**config.mk**
```make
export PLATFORM = sky130hd
export DESIGN_NAME = async_fifo_wr_packer_flat
export DESIGN_NICKNAME = d
export VERILOG_FILES = /design/src/rtl/async_fifo_wr_packer_if.sv /design/src/rtl/async_fifo_wr_packer_tmr.sv /design/src/rtl/async_fifo_wr_packer.sv /design/src/flat_wrapper.sv
export SDC_FILE = /design/constraint.sdc
export NUM_CORES = 1
export LEC_CHECK = 0
export CAP_MARGIN = 20
export CORE_MARGIN = 2
export CORE_UTILIZATION = 49
export DETAILED_ROUTE_END_ITERATION = 10
export PLACE_DENSITY = 0.85
export SYNTH_ARGS = -nofsm -noshare
export SYNTH_HDL_FRONTEND = slang
export SYNTH_SLANG_ARGS = --single-unit
```
**constraint.sdc**
```tcl
create_clock -name clk_w -period 2.45 [get_ports clk_w]
set_clock_uncertainty 0.05 [all_clocks]
set_input_delay 0.245 -clock clk_w [delete_from_list [all_inputs] [get_ports clk_w]]
set_output_delay 0.245 -clock clk_w [all_outputs]
set_load 0.03 [all_outputs]
```
**src/rtl/async_fifo_wr_packer_if.sv**
```systemverilog
// Narrow input stream plus FIFO write port of the write-side packer.
// The packer connects through the master modport; its environment uses slave.
interface async_fifo_wr_packer_if #(
    parameter int IN_LEN = 16,
    parameter int RATIO  = 4
);
    localparam int OUT_LEN = IN_LEN * RATIO;
    localparam int CNT_W   = $clog2(RATIO) + 1;
    localparam int FIFO_W  = OUT_LEN + CNT_W + 1;

    logic              in_valid;
    logic              in_ready;
    logic [IN_LEN-1:0] in_data;
    logic              in_last;
    logic              fifo_full;
    logic              fifo_wen;
    logic [FIFO_W-1:0] fifo_data;

    modport master (
        input  in_valid,
        input  in_data,
        input  in_last,
        input  fifo_full,
        output in_ready,
        output fifo_wen,
        output fifo_data
    );

    modport slave (
        output in_valid,
        output in_data,
        output in_last,
        output fifo_full,
        input  in_ready,
        input  fifo_wen,
        input  fifo_data
    );
endinterface

```
**src/rtl/async_fifo_wr_packer_tmr.sv**
```systemverilog
// Saturating idle timer; expired stays high while the count sits at TIMEOUT.
// TIMEOUT of 0 removes the timer and expired never asserts.
module async_fifo_wr_packer_tmr #(
    parameter int TIMEOUT = 15
) (
    input  logic clk_w,
    input  logic rstn_w,
    input  logic clr,
    input  logic en,
    output logic expired
);
    if (TIMEOUT > 0) begin : g_tmr
        localparam int TMR_W = $clog2(TIMEOUT + 1);

        logic [TMR_W-1:0] tmr_q;
        logic [TMR_W-1:0] tmr_d;

        always_comb begin
            tmr_d = tmr_q;
            if (clr) begin
                tmr_d = '0;
            end else if (en && (tmr_q != TMR_W'(TIMEOUT))) begin
                tmr_d = tmr_q + TMR_W'(1);
            end
        end

        always_ff @(posedge clk_w or negedge rstn_w) begin
            if (!rstn_w) begin
                tmr_q <= '0;
            end else begin
                tmr_q <= tmr_d;
            end
        end

        assign expired = (tmr_q == TMR_W'(TIMEOUT));
    end else begin : g_no_tmr
        assign expired = 1'b0;
    end
endmodule

```
**src/rtl/async_fifo_wr_packer.sv**
```systemverilog
// Packs RATIO narrow beats into one FIFO word tagged {last, cnt, data}.
// Partial words flush on in_last or after TIMEOUT idle cycles.
module async_fifo_wr_packer #(
    parameter int IN_LEN  = 16,
    parameter int RATIO   = 4,
    parameter int TIMEOUT = 15
) (
    input  logic                   clk_w,
    input  logic                   rstn_w,
    async_fifo_wr_packer_if.master bus,
    output logic                   busy
);
    localparam int OUT_LEN = IN_LEN * RATIO;
    localparam int CNT_W   = $clog2(RATIO) + 1;
    localparam int ACC_W   = CNT_W - 1;

    logic [OUT_LEN-1:0] acc_q, acc_d;
    logic [ACC_W-1:0]   acc_cnt_q, acc_cnt_d;
    logic               out_valid_q, out_valid_d;
    logic [OUT_LEN-1:0] out_data_q, out_data_d;
    logic [CNT_W-1:0]   out_cnt_q, out_cnt_d;
    logic               out_last_q, out_last_d;

    logic               out_free;
    logic               fifo_wen;
    logic               beat_acc;
    logic               complete;
    logic               flush;
    logic               load;
    logic               acc_empty;
    logic               tmr_clr;
    logic               tmr_exp;
    logic [OUT_LEN-1:0] merged;

    // Output register frees up in the same cycle its word is written.
    assign out_free  = ~out_valid_q | ~bus.fifo_full;
    assign fifo_wen  = out_valid_q & ~bus.fifo_full;
    assign acc_empty = (acc_cnt_q == '0);
    assign beat_acc  = bus.in_valid & out_free;
    assign complete  = beat_acc & (bus.in_last | (acc_cnt_q == ACC_W'(RATIO - 1)));
    assign flush     = tmr_exp & ~acc_empty & out_free & ~beat_acc;
    assign load      = complete | flush;
    assign tmr_clr   = beat_acc | acc_empty | flush;

    always_comb begin
        merged = acc_q;
        for (int k = 0; k < RATIO; k++) begin
            if (acc_cnt_q == ACC_W'(k)) begin
                merged[k*IN_LEN +: IN_LEN] = bus.in_data;
            end
        end
    end

    always_comb begin
        acc_d       = acc_q;
        acc_cnt_d   = acc_cnt_q;
        out_valid_d = out_valid_q;
        out_data_d  = out_data_q;
        out_cnt_d   = out_cnt_q;
        out_last_d  = out_last_q;
        if (fifo_wen) begin
            out_valid_d = 1'b0;
        end
        if (load) begin
            acc_d       = '0;
            acc_cnt_d   = '0;
            out_valid_d = 1'b1;
            out_data_d  = complete ? merged : acc_q;
            out_cnt_d   = {1'b0, acc_cnt_q} + CNT_W'(complete);
            out_last_d  = complete & bus.in_last;
        end else if (beat_acc) begin
            acc_d     = merged;
            acc_cnt_d = acc_cnt_q + ACC_W'(1);
        end
    end

    always_ff @(posedge clk_w or negedge rstn_w) begin
        if (!rstn_w) begin
            acc_q       <= '0;
            acc_cnt_q   <= '0;
            out_valid_q <= 1'b0;
            out_data_q  <= '0;
            out_cnt_q   <= '0;
            out_last_q  <= 1'b0;
        end else begin
            acc_q       <= acc_d;
            acc_cnt_q   <= acc_cnt_d;
            out_valid_q <= out_valid_d;
            out_data_q  <= out_data_d;
            out_cnt_q   <= out_cnt_d;
            out_last_q  <= out_last_d;
        end
    end

    async_fifo_wr_packer_tmr #(
        .TIMEOUT (TIMEOUT)
    ) u_tmr (
        .clk_w   (clk_w),
        .rstn_w  (rstn_w),
        .clr     (tmr_clr),
        .en      (~acc_empty),
        .expired (tmr_exp)
    );

    assign bus.in_ready  = out_free;
    assign bus.fifo_wen  = fifo_wen;
    assign bus.fifo_data = {out_last_q, out_cnt_q, out_data_q};
    assign busy          = ~acc_empty | out_valid_q;
endmodule
```
**src/flat_wrapper.sv**
```systemverilog
// flat-port wrapper written by rule: the top's interface ports become plain ports
module async_fifo_wr_packer_flat 
#(
    parameter int IN_LEN  = 16,
    parameter int RATIO   = 4,
    parameter int TIMEOUT = 15
)
  (clk_w, rstn_w, busy, bus_in_valid, bus_in_data, bus_in_last, bus_fifo_full, bus_in_ready, bus_fifo_wen, bus_fifo_data);
  async_fifo_wr_packer_if #(.IN_LEN(IN_LEN), .RATIO(RATIO)) bus_i ();
  input  logic clk_w;
  input  logic rstn_w;
  output logic busy;
  input wire logic [$bits(bus_i.in_valid)-1:0] bus_in_valid;
  input wire logic [$bits(bus_i.in_data)-1:0] bus_in_data;
  input wire logic [$bits(bus_i.in_last)-1:0] bus_in_last;
  input wire logic [$bits(bus_i.fifo_full)-1:0] bus_fifo_full;
  output wire logic [$bits(bus_i.in_ready)-1:0] bus_in_ready;
  output wire logic [$bits(bus_i.fifo_wen)-1:0] bus_fifo_wen;
  output wire logic [$bits(bus_i.fifo_data)-1:0] bus_fifo_data;
  assign bus_i.in_valid = bus_in_valid;
  assign bus_i.in_data = bus_in_data;
  assign bus_i.in_last = bus_in_last;
  assign bus_i.fifo_full = bus_fifo_full;
  assign bus_in_ready = bus_i.in_ready;
  assign bus_fifo_wen = bus_i.fifo_wen;
  assign bus_fifo_data = bus_i.fifo_data;
  async_fifo_wr_packer #(.IN_LEN(IN_LEN), .RATIO(RATIO), .TIMEOUT(TIMEOUT)) u_core (.clk_w(clk_w), .rstn_w(rstn_w), .bus(bus_i), .busy(busy));
endmodule
```
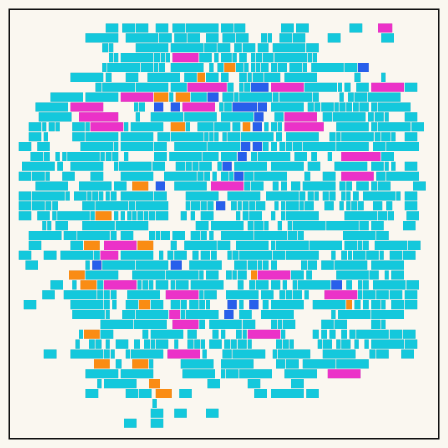
(run_1/drive_strength.png)
orange -> drive 2  # cells 20, share 2.9%
magenta -> drive 6 and up  # cells 26, share 3.7%
blue -> drive 3 to 4  # cells 22, share 3.1%
cyan -> drive 1 or less  # cells 633, share 90%

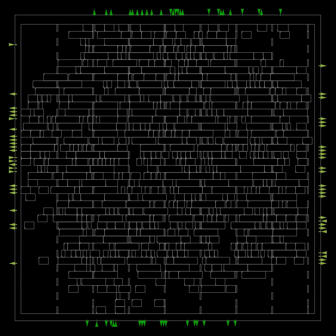
(run_1/final_placement.png)
CORE AREA: 0.0126 sq mm
filler cell count: 995

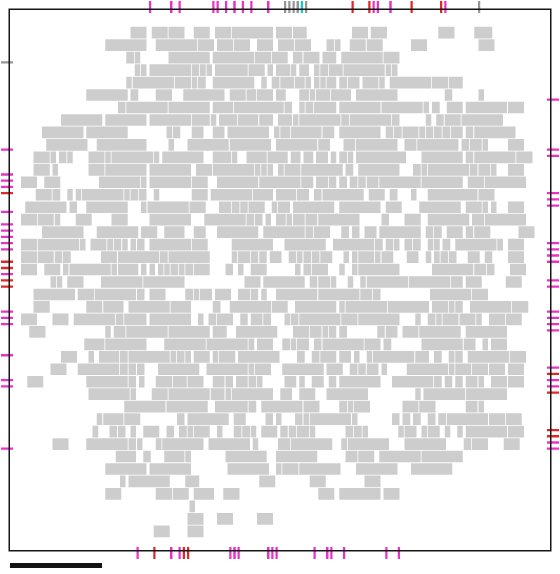
(run_1/pins.png)
Scale bar: 20 um. Pins as bars across the die edge, other pins in grey.
magenta -> bus_fifo_data  # pins 68, direction output, edge 21 east, 18 west, 15 south, 14 north
red -> bus_in_data  # pins 16, direction input, edge 5 west, 4 north, 4 east, 3 south
cyan -> bus_fifo_wen  # pins 1, direction output, edge north

==> qor.txt, run 1 <==
Class of the worst hold path: in -> async
Cell count after placement: 840
Flop count: 139
Routed length per instance: 18.9 um
Worst-path maximum fanout: 18
Fin nets: 716
Ports: 92
Cell area after layout: 0.00797 sq mm
Vias in the first global route: 5,143
H-tree levels: 4
CTS Root Cell: clkbuf_16
# Taps: 172
Crit path cell chain: inv_1, ha_1, and4b_4, o21ai_2, buf_4, nand2_1, o21ai_0
Slew @ Worst Pin: 862 ps
Clock tree buffer depth: 2
Setup TNS: 0 ps
Total power: 8.58 mW
Startpoint types: register
Final worst slack: 165 ps
Crit-path slowest cell: o21ai_2
Fin crit share: 93.3%
Status: complete, no violations
Pleak: 3.66 nW
Clock share of power: 31.9%
Ao+oa area frac: 17.1%
Initial antenna violation count: 0
Pins Over Slew Limit: 0
Instance tally after logic synthesis: 612
Routability cong.: 0.864
-- run 1: cells in the final DEF, fill, tap and decap left out, types with 3 or more instances in the layout --
cell             netlist  layout
clkbuf_16              0      17
o21ai_0               34      34
ha_1                   7       7
clkinvlp_4             0       4
dfrtp_1              139     139
clkinv_4               0       3
inv_1                  5       5
bufinv_16              0       4
a21oi_1               79      79
mux2i_1               66      66
clkdlybuf4s50_1        0      89
a22oi_2               10      10
buf_4                 15      12
nand3_1               17      17
a22oi_1               38      38
mux2_2                 3       3
and2_1                 5       4
nor2_1                38      38
nand2_1              102     101
-- run 1: flip-flops by register name (all words and copies together), names as in the netlist --
register	cells
u_core.acc_q	64
u_core.out_data_q	64
u_core.u_tmr.g_tmr.tmr_q	4
u_core.out_cnt_q	3
u_core.acc_cnt_q	2
u_core.out_last_q	1
u_core.out_valid_q	1
-- run 1: cells by family (layout without fill, tap and decap cells) --
group / count (synthesis) / after routing
AND-OR/OR-AND: 173 / 173
adder cells (fa/ha/maj): 7 / 7
buffers and inverters: 54 / 143
flip-flops: 139 / 139
multiplexers: 69 / 69
AND/OR/NAND/NOR: 170 / 170
-- run 1: worst max-delay path: cells and delay by family, from the launching register on --
kind | cells | cell delay, ps
AND-OR/OR-AND | 2 | 760
buffers and inverters | 2 | 430
adder cells (fa/ha/maj) | 1 | 180
flip-flops | 1 | 450
AND/OR/NAND/NOR | 2 | 310
-- run 1: metal layers --
metal	share of wire [%]	up-vias	GRT usage, %
li1	-	2302	-
met1	41	2512	31.5
met2	49	247	40.4
met3	6.9	40	5.81
met4	2.6	0	8.96
met5	0	-	0
-- run 1: repair_timing --
action	CTS	global route
hold endpoints to repair	58	0
hold buffers	1	0
setup endpoints to repair	1	0
resized	1	0
buffers inserted	0	0
==> run 1 -> run 2 <==
Settings changed: PLACE_DENSITY 0.85 to 0.75.
==> run 2 against run 1 <==
  * Total power down 2.7%
  * Setup slack improved by 27 ps
  * Critical path depth is 2 lower
  * Critical path type is now reg -> out
  * Hold slack worse by 39 ps
  * Maximum frequency up 1.2%
  * Final cell count rose by 0.34%
  * Clock-buffer cell count up 7
  * Non-clock buffer count up 3
  * Cell area decreased by 0.20%
==> qor.txt, run 2 <==
Status: complete, no violations
R2R depth: 6
Fin crit share: 92.2%
Met1 usage: 32.9%
Pins Over Slew Limit: 0
Crit-path slowest cell: dfrtp_1
Worst-path maximum fanout: 23
Most numerous logic cell after layout: dfrtp_1
Crit path cell chain: inv_1, ha_1, buf_4, nand2b_1, dlygate4sd2_1
Pleak: 3.67 nW
Reg2Reg Setup Slack: 260 ps
Cell family with most CP delay: buffers and inverters
Routability cong.: 0.851
Startpoint types: register
Regs by FF count: u_core.acc_q: 64 flops, u_core.out_data_q: 64 flops, u_core.u_tmr.g_tmr.tmr_q: 4 flops
Fin nets: 719
Post-CTS Setup Repair Bufs: 0
Inserted Diodes: 0
CP bufs+invs: 3
Filler cell count: 1,038
CORE AREA: 0.0126 sq mm
Synth async-reset ratio: 100%
H-tree levels: 4
Ports: 92
Vias in the first global route: 4,990
Clock tree buffer depth: 2
Final worst slack: 192 ps
Global routing's busiest layer: met2
Initial antenna violation count: 0
Global-route track usage on met3: 5.38%
Top cells excl fill/tap: dfrtp_1, nand2_1, clkdlybuf4s50_1, a21oi_1, mux2i_1
Routed length per instance: 18.6 um
Class of the worst hold path: in -> async
Routing usage on met2: 37.5%
Slew @ Worst Pin: 752 ps
Setup TNS: 0 ps
Total power: 8.34 mW
Cell area after layout: 0.00795 sq mm
run 2: netlist changes by cell type in the layout (fill, tap and decap cells not counted):
cell | before | now
clkbuf_1 | 0 | 4
clkbuf_8 | 1 | 4
clkinv_2 | 2 | 4
clkinvlp_4 | 4 | 1
bufinv_16 | 4 | 2
clkinv_4 | 3 | 0
inv_6 | 1 | 0
buf_4 | 12 | 14
buf_12 | 2 | 3
run 2: worst register-to-register path: stages, from the launching register on:
cell and delay, ps:
dfrtp_1 440, inv_1 110, ha_1 180, buf_4 360, and2_1 620, nand2_1 140, a21oi_1 200
run 2: layout make-up:
class | instances | share of cell area [%]
multi-input cells | 419 | 32.3
well taps | 172 | 2.71
inverters | 5 | 0.236
flip-flops and latches | 139 | 43.7
repair buffers | 109 | 13.7
clock inverters | 7 | 1.10
clock buffers | 25 | 6.23
run 2: kinds of logic after synthesis:
group,count (synthesis),synth area share [%]
simple gates,170,11.0
buf+inv,54,4.79
compound gates,173,17.1
mux,69,10.9
flops,139,54.8
fa+ha+maj,7,1.38
run 2: repair_timing:
item | 4_1_cts | 5_1_grt
hold buffers | 1 | 0
endpoints found under the setup margin | 1 | 0
resized | 1 | 0
endpoints found under the hold margin | 47 | 0
run 2: metrics by stage:
step | hold WS, ps | cells
3_5_place_dp | 165 | 843
3_3_place_gp | 156 | 843
2_1_floorplan | -101 | 612
4_1_cts | 284 | 876
6_report | 282 | 876
5_1_grt | 314 | 876
run 2: where the power goes:
part           internal (mW)  leakage [nW]  switching, mW
clock                   1.60         0.287          0.930
sequential              2.80          1.76          0.348
combinational           1.10          1.62           1.57
total                   5.49          3.67           2.85
run 2: layer usage:
metal	wire [um]	up-vias
li1	-	2300
met1	7100	2514
met2	7590	214
met3	1220	26
met4	370	0
met5	0	-
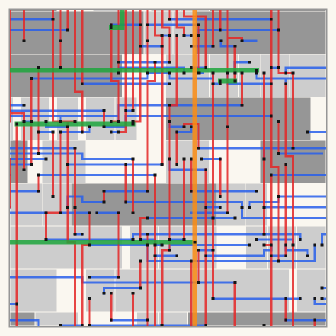
(run_2/zoom.png)
Window x 78 to 98, y 78 to 98 um. Cells in grey, sequential cells in the stronger grey; small squares are vias.
blue -> met1
red -> met2
green -> met3
orange -> met4
cells with their middle in the window = 29
most frequent = nand2_1 (6), a21oi_1 (6)
netlist names of flops here include = u_core.acc_q (4), u_core.out_data_q (1)
sequential cells in the window = 5

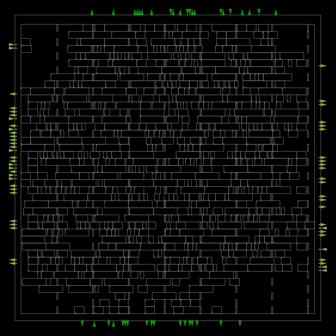
(run_2/final_placement.png)
sequential cell area share: 43.7%
# Taps: 172

==> run 2 -> run 3 <==
Settings changed: CORE_MARGIN 2 to 3, SKIP_CTS_REPAIR_TIMING set to 1.
==> run 3 against run 2 <==
  * Critical path depth rose by 2
  * Final cell count fell by 1.0%
  * Cell area fell by 0.19%
  * Total power rose by 0.70%
  * Sequential share of layout area rose by 0.083 points
  * Clock-buffer cell count fell by 3
  * Utilization rose by 1.5 points
  * Largest power group unchanged
==> qor.txt, run 3 <==
Post-synthesis simple-gate area fraction: 11.0%
Fin nets: 716
Combinational gates: 419
Worst-path maximum fanout: 16
Met3 WL: 1040 um
Global routing's busiest layer: met2
CTS Root Cell: clkbuf_16
R2R depth: 7
Reg2Reg Setup Slack: 230 ps
Vias in the first global route: 4,886
Startpoint types: register
Regs by FF count: u_core.acc_q: 64 flops, u_core.out_data_q: 64 flops, u_core.u_tmr.g_tmr.tmr_q: 4 flops
Class of the worst hold path: in -> async
Slew @ Worst Pin: 729 ps
Clkbuf count: 22
Pins Over Slew Limit: 0
Pleak: 3.66 nW
Signal buffers: 106
Setup TNS: 0 ps
Instance tally after logic synthesis: 612
MUX share of area: 10.9%
Most numerous logic cell after layout: dfrtp_1
Inverter count: 5
Met1 usage: 30.7%
Filler cell count: 991
ClkCell Share: 7.45%
Adder share: 1.38%
Main logic family after synthesis: AND-OR/OR-AND gates
Routed length per instance: 18.8 um
Ao+oa area frac: 17.1%
Largest cell class: sequential cells
H-tree levels: 4
Synth async-reset ratio: 100%
Comb/total area: 32.4%
Status: complete, no violations
Inserted Diodes: 0
Clock tree buffer depth: 2
CORE AREA: 0.0123 sq mm
[run 3: cell counts after synthesis]
Identical to the previous run, type by type.
[run 3: critical path: stages (launching register included)]
cell     delay (ps)
dfrtp_1         440
inv_1           110
ha_1            170
buf_4           210
buf_4           280
and2_1          560
nand2_1         110
a21oi_1         180
[run 3: logic make-up (layout without fill, tap and decap cells)]
family / Yosys count / after routing
multiplexers: 69 / 69
AND-OR/OR-AND: 173 / 173
adder cells (fa/ha/maj): 7 / 7
buffers and inverters: 54 / 141
flip-flops: 139 / 139
AND/OR/NAND/NOR: 170 / 170
[run 3: report_power, final]
group | switching [mW] | internal [mW] | total, mW
registers | 0.351 | 2.80 | 3.15
clock network | 0.919 | 1.66 | 2.58
logic | 1.57 | 1.10 | 2.67
total | 2.84 | 5.56 | 8.40
[run 3: per-stage QoR]
stage | total power, mW | cell area, sq um | instances | hold WS, ps | setup WS [ps]
after floorplan | 4.77 | 6350 | 612 | -101 | 102
after global placement | 5.77 | 7330 | 836 | 264 | 340
after detailed placement | 5.85 | 7330 | 836 | 265 | 258
after CTS | 8.44 | 7930 | 866 | -175 | 6.30
after global routing | 8.77 | 7940 | 867 | 431 | 81.9
final | 8.40 | 7940 | 867 | 363 | 233
[run 3: worst min-delay path by stage]
| stage | startpoint | endpoint | slack (ps) |
|---|---|---|---|
| floorplan | rstn_w | u_core.acc_cnt_q[0]$_DFFE_PN0P_ | -100 |
| global placement | rstn_w | u_core.out_data_q[56]$_DFFE_PN0N_ | 260 |
| detailed placement | rstn_w | u_core.out_data_q[56]$_DFFE_PN0N_ | 260 |
| CTS | rstn_w | u_core.acc_q[56]$_DFFE_PN0P_ | -170 |
| global route | rstn_w | u_core.acc_q[56]$_DFFE_PN0P_ | 430 |
| finish | rstn_w | u_core.acc_q[56]$_DFFE_PN0P_ | 360 |
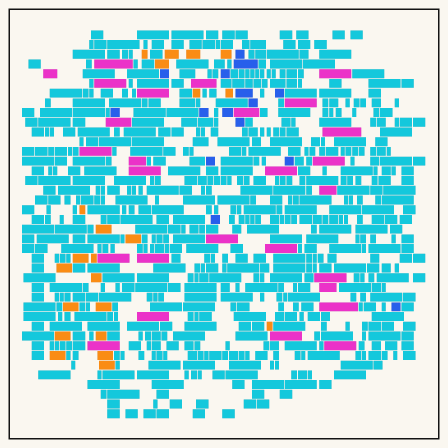
(run_3/drive_strength.png)
blue -> drive 3 to 4  # cells 15, share 2.1%
cyan -> drive 1 or less  # cells 635, share 91%
orange -> drive 2  # cells 22, share 3.1%
magenta -> drive 6 and up  # cells 27, share 3.9%

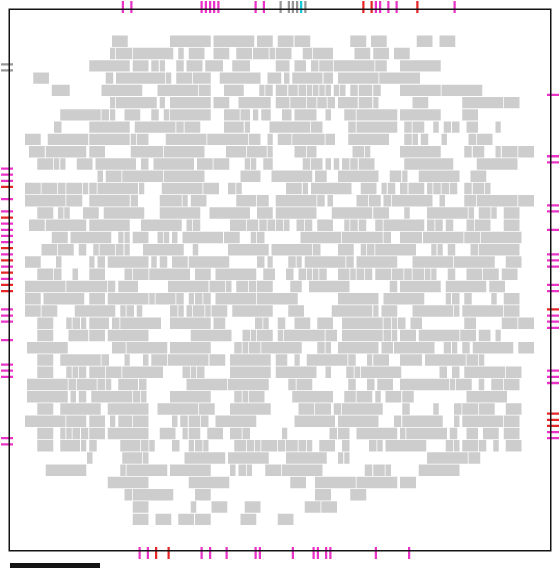
(run_3/pins.png)
Scale bar: 20 um. Pins as bars across the die edge, other pins in grey.
cyan -> bus_fifo_wen  # pins 1, direction output, edge north
magenta -> bus_fifo_data  # pins 68, direction output, edge 21 west, 19 east, 14 north, 14 south
red -> bus_in_data  # pins 16, direction input, edge 7 west, 4 east, 3 north, 2 south

No activity file was given, so power comes from the tool's default toggle rates.
